==> config.mk <==
export PLATFORM = sky130hd
export DESIGN_NAME = sqrt_scheduler
export DESIGN_NICKNAME = d
export VERILOG_FILES = /design/src/rtl/sqrt_pkg.sv /design/src/rtl/sqrt_scheduler_rr_arbiter.sv /design/src/rtl/sqrt_scheduler.sv
export SDC_FILE = /design/constraint.sdc
export NUM_CORES = 1
export LEC_CHECK = 0
export CAP_MARGIN = 10
export CORE_UTILIZATION = 35
export DETAILED_ROUTE_END_ITERATION = 8
export PLACE_DENSITY_LB_ADDON = 0.3
export REMOVE_ABC_BUFFERS = 1
export SYNTH_ARGS = -nofsm -noshare
export SYNTH_HDL_FRONTEND = slang
export SYNTH_SLANG_ARGS = --single-unit
==> constraint.sdc <==
create_clock -name clk -period 3.2 [get_ports clk]
set_input_delay 0.8 -clock clk [delete_from_list [all_inputs] [get_ports clk]]
set_output_delay 0.8 -clock clk [all_outputs]
set_load 0.005 [all_outputs]
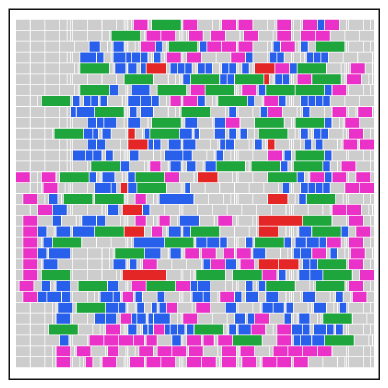
*Cells colored by class, run 1*
Scale: 4 px per um. Fill, decap, tap and diode cells in gray.
green -> flip-flops  # cells 60
magenta -> other buffers and delay cells  # cells 136
red -> clock drivers and dummy loads  # cells 16
blue -> all other logic  # cells 230
FP Rows: 32
Core Region: 7807 sq um
final core utilization: 0.5574
Seq/total area: 0.2760
final instance area: 4352 sq um

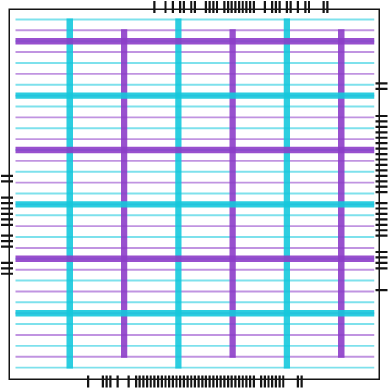
*PDN straps and rails, run 1*
Scale: 4 px per um. Pins as bars on the die edge.
purple -> VDD
cyan -> VSS
met5 straps = 6
signal pins = 122
rows = 32
Die H: 92.12 um
Max VDD drop: 0.0002170 V
die extent in x: 92.12 um

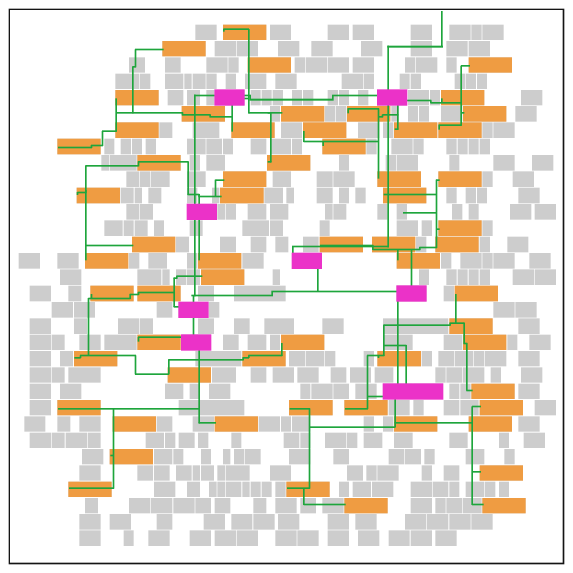
*Clock distribution, run 1*
Scale: 6 px per um.
magenta -> cells driving clock nets  # count 9
orange -> flip-flops  # count 60
green -> clock wires  # length 818 um
routed clock nets = 10
clk ins delay skew pair: 330 ps
clock-net power: 0.754 mW
clock share of power: 0.389
Worst Skew: 9.064 ps

==> results.py, run 1 <==
# Physical implementation metrics
metrics = {
    "worst_setup_path": {
        "path_depth": 5,
        "path_cells": "clkdlybuf4s50_1, inv_2, or3_4, inv_2, clkdlybuf4s50_1",
        "r2r_slack_ps": 1090,
        "rr_worst_depth": 3,
        "path_delay_family": "buffers and inverters",
        "criticalPathCategory": "in2out",
        "end_kind": "primary output",
        "required_ps": 2400,
        "worst_path_max_delay_cell": "clkdlybuf4s50_1",
        "cpPeakStageDelay_ps": 540,
        "cp.arrival_ps": 2340,
    },
    "final_timing": {
        "relSlewSlack": 0.4893,
        "slew_viol_final": 0,
        "layout_setup_ws_ps": 64.87,
        "hold_viol_final": 0,
        "fmax_mhz": 319.0,
        "min_period_over_period": 0.9797,
        "hold-worst-slack_ps": 481.0,
        "setup_viol": 0,
        "rsz0062_at_grt": "false",
        "max_slew.worst_pin.slew_ps": 766.0,
    },
    "global_route": {
        "grt_overflow": 0,
        "antenna_found_initial": 0,
        "grtUsageTotal": 0.2030,
        "grt_pass1_vias": 2783,
        "grt_max_degree": 36,
        "grt_pass1_wl_mm": 13.71,
    },
    "floorplan": {
        "dieArea_sq_um": 8486,
        "fp_util": 0.3641,
        "ios": 122,
    },
    "logic_synthesis": {
        "xor_share": 0,
        "yosysTopAreaCellShare": 0.4225,
        "postSynthAreaPerCell_sq_um": 8.774,
        "top_logic_kind": "AND-OR/OR-AND gates",
        "numSynthFlops": 60,
        "synthCells": 324,
        "yosys.stat.chipArea_sq_um": 2843,
        "area_leaders": "dfxtp_1 42%, a21oi_1 8.8%, a311oi_1 6.5%",
        "top_cell": "dfxtp_1",
        "synthFlopType": "dfxtp_1",
        "top_cells_by_count": "60 x dfxtp_1, 50 x a21oi_1, 23 x o21ai_0",
        "synthDistinctLibCells": 45,
        "synthesis.area_sq_um": 2843,
        "mux_share": 0.007923,
        "yosys_cells": 324,
        "yosys.area_share.simple": 0.1778,
        "ys_seq_frac": 0.4225,
        "yosysTopAreaCell": "dfxtp_1",
    },
    "pwr": {
        "total_power_mw": 1.937,
        "leakagePower_nw": 1.479,
        "powerDensity_nw_per_um2": 445.1,
    },
    "placed_design": {
        "place_ws_ps": 75.67,
    },
    "drt": {
        "totalWireLength_mm": 8.797,
        "vias": 2995,
        "via_per_inst": 5.506,
        "drt_first_pass_iters": 4,
        "wl_per_cell_um": 16.17,
        "drc": 0,
    },
    "flow_run": {
        "warning_count": 25,
    },
    "finish": {
        "finish.net_count": 509,
        "lay_top_cells": "120 x clkdlybuf4s50_1, 60 x dfxtp_1, 50 x a21oi_1",
        "diodes": 0,
        "num-fill-cells": 715,
    },
    "clock_tree": {
        "cts_tree": "yes",
        "clock_path_buffers": 2,
        "clockRootBuffer": "clkbuf_8",
        "cts_buffers": 9,
        "clkSinkCount": 60,
        "htreeDepth": 3,
    },
    "hold_path": {
        "hold_path.class": "reg2reg",
    },
    "outcome": {
        "status": "complete, no violations",
    },
}
-- run 1: power by group --
| part | internal (mW) | switching [mW] | leakage [nW] |
|---|---|---|---|
| clock | 0.456 | 0.298 | 0.113 |
| combinational | 0.203 | 0.171 | 0.877 |
| sequential | 0.785 | 0.0246 | 0.489 |
| total | 1.44 | 0.493 | 1.48 |
-- run 1: metal layers --
metal / global-route usage / up-vias / wire (um)
met3: 0.04146 / 19 / 453
met5: 0 / - / 0
met2: 0.3252 / 97 / 4220
met4: 0.09505 / 0 / 231
met1: 0.2604 / 1416 / 3893
li1: - / 1463 / -
-- run 1: area by class of cell --
cell class	count	area, sq um	area share
clock buffer	11	141.4	0.03249
clock inverter	5	75.07	0.01725
inverter	6	22.52	0.005175
multi-input combinational	224	1465	0.3367
sequential	60	1201	0.2760
tap	102	127.6	0.02933
timing repair buffer	136	1319	0.3030
-- run 1: worst reg2reg max path, stage by stage (launching register included) --
cell	delay [ps]
dfxtp_1	490
or3b_1	720
nor4_1	430
mux2_2	370
-- run 1: cells by family after synthesis --
family,Yosys count
compound gates,140
flops,60
mux,2
simple gates,80
buf+inv,40
fa+ha+maj,2
-- run 1: through the flow --
| stage | instances | utilization |
|---|---|---|
| 2_1_floorplan | 290 | - |
| 3_3_place_gp | 526 | 0.5277 |
| 3_5_place_dp | 526 | 0.5277 |
| 4_1_cts | 542 | 0.5554 |
| 5_1_grt | 544 | 0.5574 |
| 6_report | 544 | 0.5574 |
-- run 1: timing repair --
item                       in CTS  in global routing
gates resized                   0                  0
setup buffers                   0                  2
setup endpoints to repair       0                  1
==> run 2: changes to the inputs <==
--- a/config.mk
+++ b/config.mk
@@ -10,6 +10,7 @@
 export DETAILED_ROUTE_END_ITERATION = 8
 export PLACE_DENSITY_LB_ADDON = 0.3
 export REMOVE_ABC_BUFFERS = 1
+export SLEW_MARGIN = 15
 export SYNTH_ARGS = -nofsm -noshare
 export SYNTH_HDL_FRONTEND = slang
 export SYNTH_SLANG_ARGS = --single-unit
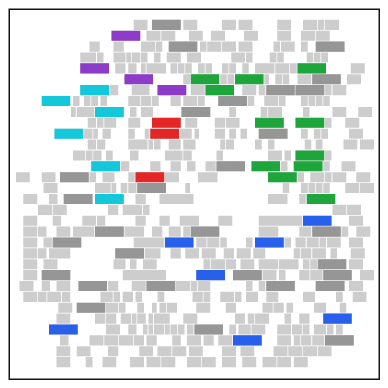
*Where the registers sit, run 2*
Scale: 4 px per um. Other sequential cells in the stronger gray, the rest of the logic in the fainter gray.
cyan -> `cnt`  # placed flops 6
green -> `rsp_mant`  # placed flops 11
blue -> `core_exp`  # placed flops 7
purple -> `rsp_iters`  # placed flops 4
red -> `state`  # placed flops 3
not colored = 29
Seq. pwr: 0.809 mW
register area: 1201 sq um

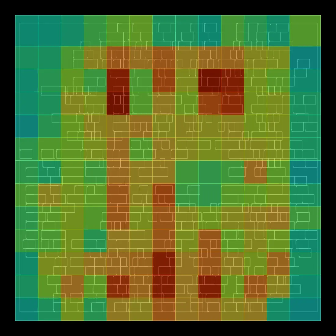
*Routing congestion, run 2*
GR Layer Usage met3: 0.04146
busiest layer in global routing: met2
GR Layer Usage met2: 0.3252
per-cell routed wire length: 16.17 um

==> results.py, run 2 <==
# Physical implementation metrics
metrics = {
    "logic_synthesis": {
        "yosys_cells": 324,
        "yosysTopAreaCell": "dfxtp_1",
        "edf_count": 0,
        "synthDistinctLibCells": 45,
        "mux_share": 0.007923,
        "top_cell": "dfxtp_1",
        "yosysTopAreaCellShare": 0.4225,
        "numSynthFlops": 60,
        "top_cells_by_count": "60 x dfxtp_1, 50 x a21oi_1, 23 x o21ai_0",
        "synthCells": 324,
        "synthesis.area_sq_um": 2843,
        "yosys.area_share.simple": 0.1778,
        "synthArstFlopShare": 0,
        "adder_share": 0.008803,
        "top_logic_kind": "AND-OR/OR-AND gates",
        "area_leaders": "dfxtp_1 42%, a21oi_1 8.8%, a311oi_1 6.5%",
        "yosys.area_share.aoi": 0.3191,
        "postSynthAreaPerCell_sq_um": 8.774,
        "ys_seq_frac": 0.4225,
        "ys_warn_count": 0,
        "xor_share": 0,
        "yosys.stat.chipArea_sq_um": 2843,
        "synthFlopType": "dfxtp_1",
    },
    "clock_tree": {
        "clockRootBuffer": "clkbuf_8",
        "cts.clk_slew.worst_paths_ps": 60,
        "htreeDepth": 3,
        "cts_buffers": 9,
        "hold_buffers": 0,
        "clock_path_buffers": 2,
        "clock_latency_ps": 330,
        "cts_tree": "yes",
        "clkSinkCount": 60,
    },
    "final_timing": {
        "hold_viol_final": 0,
        "max_slew.worst_pin.slew_ps": 766.0,
        "setup_tns_ps": 0,
        "relSlewSlack": 0.4893,
        "min_period_over_period": 0.9797,
        "fmax_mhz": 319.0,
        "rsz0062_at_grt": "false",
        "hold-worst-slack_ps": 481.0,
        "setup_viol": 0,
        "final.setup_skew_ps": 9.064,
        "slew_viol_final": 0,
        "layout_setup_ws_ps": 64.87,
        "finalWorstPathRequiredPeriod_ps": 3135,
    },
    "finish": {
        "post-route-util": 0.5574,
        "drive_gt1_frac": 0.09729,
        "finish.net_count": 509,
        "diodes": 0,
        "lay_top_cells": "120 x clkdlybuf4s50_1, 60 x dfxtp_1, 50 x a21oi_1",
        "layout_top_cell": "clkdlybuf4s50_1",
        "synthToLayoutAreaGrowth_pct": 53.08,
        "num-fill-cells": 715,
        "design_area_sq_um": 4352,
        "logic_area_sq_um": 1465,
    },
    "placed_design": {
        "dp_hpwl_mm": 6.093,
        "place_ws_ps": 75.67,
        "placed_area_sq_um": 4120,
        "place.gp.congestion": 0.8426,
        "port_buffers": 121,
    },
    "floorplan": {
        "core_sq_um": 7807,
        "ios": 122,
        "fp.dieW_um": 92.12,
        "fp_util": 0.3641,
        "num_rows": 32,
        "dieArea_sq_um": 8486,
        "fp.dieH_um": 92.12,
    },
    "drt": {
        "totalWireLength_mm": 8.797,
        "ant_nets": 0,
        "drt_first_pass_iters": 4,
        "drc": 0,
        "via_per_inst": 5.506,
        "drt_iter0_drc": 104,
        "vias": 2995,
    },
    "worst_setup_path": {
        "path_cells": "clkdlybuf4s50_1, inv_2, or3_4, inv_2, clkdlybuf4s50_1",
        "start_kind": "input pin",
        "criticalPathCategory": "in2out",
        "path_delay_family": "buffers and inverters",
        "required_ps": 2400,
        "critical_path.max_fanout": 4,
        "cp_num_buf_inv": 4,
        "cp.arrival_ps": 2340,
        "r2r_slack_ps": 1090,
        "rr_worst_depth": 3,
        "cpPeakStageDelay_ps": 540,
        "path_depth": 5,
        "end_kind": "primary output",
        "worst_path_max_delay_cell": "clkdlybuf4s50_1",
    },
    "global_route": {
        "grt_pass1_wl_mm": 13.71,
        "antenna_found_initial": 0,
        "grt_overflow": 0,
        "grt_pass1_vias": 2783,
        "grt_max_degree": 36,
        "use_met1": 0.2604,
        "grtUsageTotal": 0.2030,
    },
    "flow_run": {
        "warning_count": 25,
        "maxCapViolations": 0,
    },
    "pwr": {
        "leakagePower_nw": 1.479,
        "ir_worst_vdd_v": 0.0002170,
        "powerDensity_nw_per_um2": 445.1,
    },
    "outcome": {
        "status": "complete, no violations",
    },
    "hold_path": {
        "holdPathStages": 2,
        "hold_path.class": "reg2reg",
    },
}
run 2: report_power, final:
part	switching, mW	total [mW]	internal [mW]
Clock	0.298	0.754	0.456
Combinational	0.171	0.374	0.203
Sequential	0.0246	0.809	0.785
Total	0.493	1.94	1.44
run 2: area by class of cell:
type / count / area share
inverter: 6 / 0.005175
multi-input combinational: 224 / 0.3367
sequential: 60 / 0.2760
timing repair buffer: 136 / 0.3030
clock inverter: 5 / 0.01725
clock buffer: 11 / 0.03249
tap: 102 / 0.02933
run 2: cell families after synthesis:
group	count (synthesis)
flops	60
mux	2
fa+ha+maj	2
simple gates	80
compound gates	140
buf+inv	40
run 2: worst register-to-register path, stage by stage, from the launching register on:
cell and delay, ps:
dfxtp_1 490, or3b_1 720, nor4_1 430, mux2_2 370
run 2: repair_timing:
action / CTS / global route
gates resized: 0 / 0
endpoints found under the setup margin: 0 / 1
setup buffers: 0 / 2
run 2: through the flow:
stage | cells | power (mW)
finish | 544 | 1.937
global route | 544 | 2.016
global placement | 526 | 1.189
CTS | 542 | 1.947
detailed placement | 526 | 1.193
floorplan | 290 | 0.9609
run 2: per-layer routing:
layer,share of wire,wire length [um]
met1,0.44,3893
met2,0.48,4220
met3,0.051,453
met4,0.026,231
met5,0,0
No activity file was given, so power comes from the tool's default toggle rates.
